--- config.mk ---
export PLATFORM = sky130hd
export DESIGN_NAME = dbus_march_initiator_flat
export DESIGN_NICKNAME = d
export VERILOG_FILES = /design/src/rtl/dbus_march_initiator_pkg.sv /design/src/rtl/dbus_march_initiator_if.sv /design/src/rtl/dbus_march_initiator.sv /design/src/flat_wrapper.sv
export SDC_FILE = /design/constraint.sdc
export NUM_CORES = 1
export LEC_CHECK = 0
export CAP_MARGIN = 20
export CORE_MARGIN = 2
export CORE_UTILIZATION = 30
export CTS_CLUSTER_SIZE = 16
export DETAILED_ROUTE_END_ITERATION = 7
export RECOVER_POWER = 25
export SETUP_SLACK_MARGIN = 0.5
export SLEW_MARGIN = 25
export SYNTH_ARGS = -nofsm -noshare
export SYNTH_HDL_FRONTEND = slang
export SYNTH_SLANG_ARGS = --single-unit
--- constraint.sdc ---
create_clock -name clk -period 5.24 [get_ports clk]
set_input_delay 1.31 -clock clk [delete_from_list [all_inputs] [get_ports clk]]
set_output_delay 1.31 -clock clk [all_outputs]
set_load 0.02 [all_outputs]
--- src/rtl/dbus_march_initiator_pkg.sv ---
// rtl/dbus_march_initiator_pkg.sv - shared types and helpers for the dbus March initiator
//
// Purpose: FSM state and test phase enums, byte-enable constant, and the
// address / expected-data helpers used by the initiator and its benches.
// Ports: none (package).

package dbus_march_pkg;

  typedef enum logic [1:0] {S_IDLE, S_REQ, S_RESP, S_DONE} state_t;

  // P1: write D, P2R: read/compare D, P2W: write ~D, P3: read/compare ~D (descending)
  typedef enum logic [1:0] {P1, P2W, P2R, P3} phase_t;

  localparam logic [3:0] BE_ALL = 4'hF;

  function automatic logic [31:0] word_addr(input logic [31:0] base,
                                            input logic [31:0] idx);
    return base + {idx[29:0], 2'b00};
  endfunction

  function automatic logic [31:0] expected_data(input logic [31:0] pattern,
                                                input logic [31:0] base,
                                                input logic [31:0] idx,
                                                input logic        inv);
    logic [31:0] d;
    d = pattern ^ word_addr(base, idx);
    return inv ? ~d : d;
  endfunction

endpackage

--- src/rtl/dbus_march_initiator_if.sv ---
// rtl/dbus_march_initiator_if.sv - sim data-bus (cyc/gnt/ack) interface
//
// Purpose: groups the request/response signals of the sim data bus.
// Ports (master view): o_cyc, o_adr, o_we, o_be, o_dat out; i_gnt, i_ack, i_rdt in.
// The slave modport is the responder's view of the same wires.

interface dbus_march_initiator_if;
  logic        o_cyc;
  logic [31:0] o_adr;
  logic        o_we;
  logic [3:0]  o_be;
  logic [31:0] o_dat;
  logic        i_gnt;
  logic        i_ack;
  logic [31:0] i_rdt;

  modport master (
    output o_cyc, o_adr, o_we, o_be, o_dat,
    input  i_gnt, i_ack, i_rdt
  );

  modport slave (
    input  o_cyc, o_adr, o_we, o_be, o_dat,
    output i_gnt, i_ack, i_rdt
  );
endinterface

--- src/rtl/dbus_march_initiator.sv ---
// rtl/dbus_march_initiator.sv - March-style pattern test initiator on the sim data bus
//
// Purpose: on start, writes D(i), then reads D(i)/writes ~D(i) ascending, then
// reads ~D(i) descending over NUM_WORDS words at BASE_ADDR; reports pass/fail,
// mismatch count and the first failing address/data.
// Ports: clk, rst (sync, active-high); start in; busy, done, pass, bus_err,
// err_count[15:0], first_err_addr[31:0], first_err_data[31:0] out;
// bus (dbus_march_initiator_if.master).

module dbus_march_initiator
  import dbus_march_pkg::*;
#(
  parameter logic [31:0] BASE_ADDR = 32'h0000_0100,
  parameter int          NUM_WORDS = 4,
  parameter logic [31:0] PATTERN   = 32'hA5A5_A5A5
) (
  input  logic                          clk,
  input  logic                          rst,
  input  logic                          start,
  output logic                          busy,
  output logic                          done,
  output logic                          pass,
  output logic                          bus_err,
  output logic [15:0]                   err_count,
  output logic [31:0]                   first_err_addr,
  output logic [31:0]                   first_err_data,
  dbus_march_initiator_if.master        bus
);

  localparam logic [31:0] LAST_IDX = 32'(NUM_WORDS - 1);

  state_t      state, state_n;
  phase_t      phase, phase_n;
  logic [31:0] idx, idx_n;
  logic        rd_access;
  logic        accept_start;
  logic [31:0] cur_addr;
  logic [31:0] exp_data;

  assign rd_access    = (phase == P2R) || (phase == P3);
  assign cur_addr     = word_addr(BASE_ADDR, idx);
  // ~D is both the P2W write data and the P3 compare value.
  assign exp_data     = expected_data(PATTERN, BASE_ADDR, idx,
                                      (phase == P2W) || (phase == P3));
  assign accept_start = start && ((state == S_IDLE) || (state == S_DONE));

  assign busy = (state == S_REQ) || (state == S_RESP);
  assign done = (state == S_DONE);
  assign pass = done && (err_count == 16'd0) && !bus_err;

  always_ff @(posedge clk) begin
    if (rst) begin
      state <= S_IDLE;
      phase <= P1;
      idx   <= '0;
    end else begin
      state <= state_n;
      phase <= phase_n;
      idx   <= idx_n;
    end
  end

  always_comb begin
    state_n   = state;
    phase_n   = phase;
    idx_n     = idx;
    bus.o_cyc = 1'b0;
    bus.o_adr = '0;
    bus.o_we  = 1'b0;
    bus.o_be  = '0;
    bus.o_dat = '0;
    case (state)
      S_IDLE, S_DONE: begin
        if (start) begin
          state_n = S_REQ;
          phase_n = P1;
          idx_n   = '0;
        end
      end
      S_REQ: begin
        bus.o_cyc = 1'b1;
        bus.o_adr = cur_addr;
        bus.o_we  = !rd_access;
        bus.o_be  = BE_ALL;
        bus.o_dat = rd_access ? 32'h0 : exp_data;
        if (bus.i_gnt) state_n = S_RESP;
      end
      S_RESP: begin
        if (!bus.i_ack) begin
          state_n = S_DONE;
        end else begin
          state_n = S_REQ;
          case (phase)
            P1: begin
              if (idx == LAST_IDX) begin
                phase_n = P2R;
                idx_n   = '0;
              end else begin
                idx_n = idx + 32'd1;
              end
            end
            P2R: phase_n = P2W;
            P2W: begin
              if (idx == LAST_IDX) begin
                phase_n = P3;
              end else begin
                phase_n = P2R;
                idx_n   = idx + 32'd1;
              end
            end
            P3: begin
              // i = 0 is the final access; stop here rather than wrapping.
              if (idx == 32'd0) state_n = S_DONE;
              else              idx_n   = idx - 32'd1;
            end
          endcase
        end
      end
    endcase
  end

  always_ff @(posedge clk) begin
    if (rst) begin
      bus_err        <= 1'b0;
      err_count      <= '0;
      first_err_addr <= '0;
      first_err_data <= '0;
    end else if (accept_start) begin
      bus_err        <= 1'b0;
      err_count      <= '0;
      first_err_addr <= '0;
      first_err_data <= '0;
    end else if (state == S_RESP) begin
      if (!bus.i_ack) begin
        bus_err <= 1'b1;
      end else if (rd_access && (bus.i_rdt != exp_data)) begin
        if (err_count != 16'hFFFF) err_count <= err_count + 16'd1;
        if (err_count == 16'd0) begin
          first_err_addr <= cur_addr;
          first_err_data <= bus.i_rdt;
        end
      end
    end
  end

endmodule

--- src/flat_wrapper.sv ---
// flat-port wrapper written by rule: the top's interface ports become plain ports
module dbus_march_initiator_flat import dbus_march_pkg::*;
#(
  parameter logic [31:0] BASE_ADDR = 32'h0000_0100,
  parameter int          NUM_WORDS = 4,
  parameter logic [31:0] PATTERN   = 32'hA5A5_A5A5
)
  (clk, rst, start, busy, done, pass, bus_err, err_count, first_err_addr, first_err_data, bus_o_cyc, bus_o_adr, bus_o_we, bus_o_be, bus_o_dat, bus_i_gnt, bus_i_ack, bus_i_rdt);
  dbus_march_initiator_if bus_i ();
  input  logic clk;
  input  logic rst;
  input  logic start;
  output logic busy;
  output logic done;
  output logic pass;
  output logic bus_err;
  output logic [15:0] err_count;
  output logic [31:0] first_err_addr;
  output logic [31:0] first_err_data;
  output wire logic [$bits(bus_i.o_cyc)-1:0] bus_o_cyc;
  output wire logic [$bits(bus_i.o_adr)-1:0] bus_o_adr;
  output wire logic [$bits(bus_i.o_we)-1:0] bus_o_we;
  output wire logic [$bits(bus_i.o_be)-1:0] bus_o_be;
  output wire logic [$bits(bus_i.o_dat)-1:0] bus_o_dat;
  input wire logic [$bits(bus_i.i_gnt)-1:0] bus_i_gnt;
  input wire logic [$bits(bus_i.i_ack)-1:0] bus_i_ack;
  input wire logic [$bits(bus_i.i_rdt)-1:0] bus_i_rdt;
  assign bus_o_cyc = bus_i.o_cyc;
  assign bus_o_adr = bus_i.o_adr;
  assign bus_o_we = bus_i.o_we;
  assign bus_o_be = bus_i.o_be;
  assign bus_o_dat = bus_i.o_dat;
  assign bus_i.i_gnt = bus_i_gnt;
  assign bus_i.i_ack = bus_i_ack;
  assign bus_i.i_rdt = bus_i_rdt;
  dbus_march_initiator #(.BASE_ADDR(BASE_ADDR), .NUM_WORDS(NUM_WORDS), .PATTERN(PATTERN)) u_core (.clk(clk), .rst(rst), .start(start), .busy(busy), .done(done), .pass(pass), .bus_err(bus_err), .err_count(err_count), .first_err_addr(first_err_addr), .first_err_data(first_err_data), .bus(bus_i));
endmodule
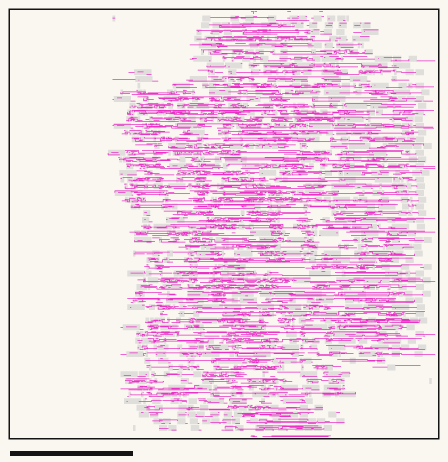
Fig. 1. Metal 1.
Scale bar: 50 um. Cells faint in the background.
share of all routed wire: 46%
wire length on this layer: 13500 um
longest straight run: 63.7 um

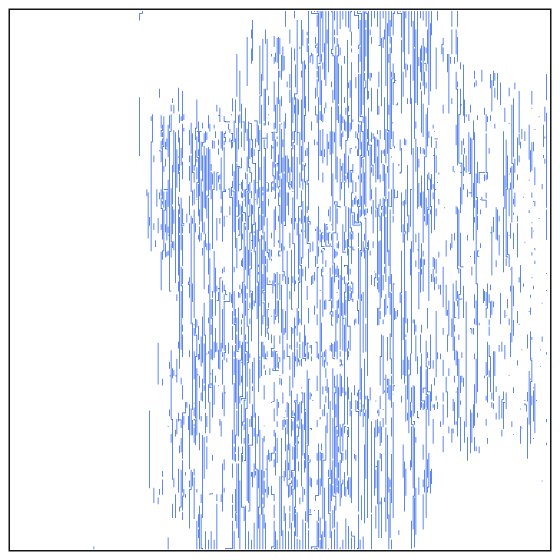
Fig. 2. Metal 2.
wire length on this layer: 13800 um
share of all routed wire: 47%

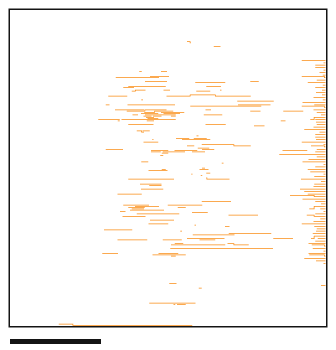
Fig. 3. Met3 routing.
Scale bar: 50 um.
wire length on this layer: 1900 um
share of all routed wire: 6.4%

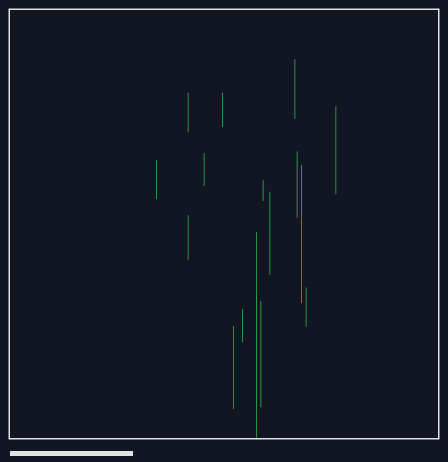
Fig. 4. Met4 routing.
Scale bar: 50 um.
wire length on this layer: 446 um
longest straight run: 83.0 um
main direction: vertical
nets with wire on the layer: 13
share of all routed wire: 1.5%

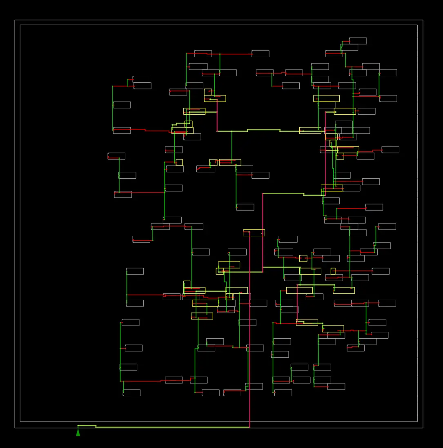
Fig. 5. Clock nets.
Late-Pin Clk Latency: 0.43 ns
clk sinks: 115
flip-flops: 115
Setup Skew: 0.00981 ns

-- cell families (layout without fill, tap and decap cells) --
kind of cell | Yosys count | after routing
xor gates and xnor gates | 87 | 87
adders and majority gates | 19 | 19
and+or+nand+nor | 516 | 516
other | 1 | 4
buffers and inverters | 127 | 272
AOI/OAI and AO/OA | 201 | 201
muxes | 64 | 64
DFF | 115 | 115
-- worst max-delay path: stages (launching register included) --
cell and delay, ns:
dfxtp_1 0.64, nand4_1 0.24, or4_4 0.55, nor3_1 0.26, xnor2_1 0.34, xnor2_1 0.12, nor2_1 0.12, clkdlybuf4s50_1 0.61
-- flip-flops by register name (all words and copies together) (netlist names) --
name                   count
u_core.bus_err             1
u_core.err_count          16
u_core.first_err_addr     30
u_core.first_err_data     32
u_core.idx                32
u_core.phase               2
u_core.state               2
==> impl_metrics.json <==
{
  "swShare": 0.280,
  "crit_arrival_ns": 3.33,
  "p_clk_mw": 1.23,
  "final_cells": 1662,
  "cts_tree": "built",
  "hold_class": "flop to flop",
  "drive_gt1_frac": 0.0822,
  "yosysUniqueCellTypes": 80,
  "n_clock_buffer": 18,
  "die_h_um": 173,
  "clockNetworkAreaShare": 0.0543,
  "drv_slew": 40,
  "seqPwrFrac": 0.354,
  "powerComb_mw": 0.375,
  "hold_ws_ns": 0.452,
  "use_met2": 0.314,
  "cts_root_buffer": "clkbuf_16",
  "violations": "max-capacitance violations, max-slew violations",
  "syn_avg_cell_area_um2": 7.62,
  "status": "finished with violations",
  "cap_violations": 1,
  "setup_viol": 0,
  "top_power_group": "the clock network",
  "met1_length_um": 13500,
  "first_pass_iters": 5,
  "rows": 62,
  "ys_cells": 1130,
  "rr_startpoint": "u_core.phase[0]",
  "topCombFamilyByArea": "simple AND/OR/NAND/NOR gates",
  "gp_congestion": 0.840,
  "drt_iter0_drc": 739,
  "ant_nets": 0,
  "h-tree-depth": 4,
  "powerSeq_mw": 0.879,
  "logic_gate_count": 891,
  "ff_type": "dfxtp_1"
}
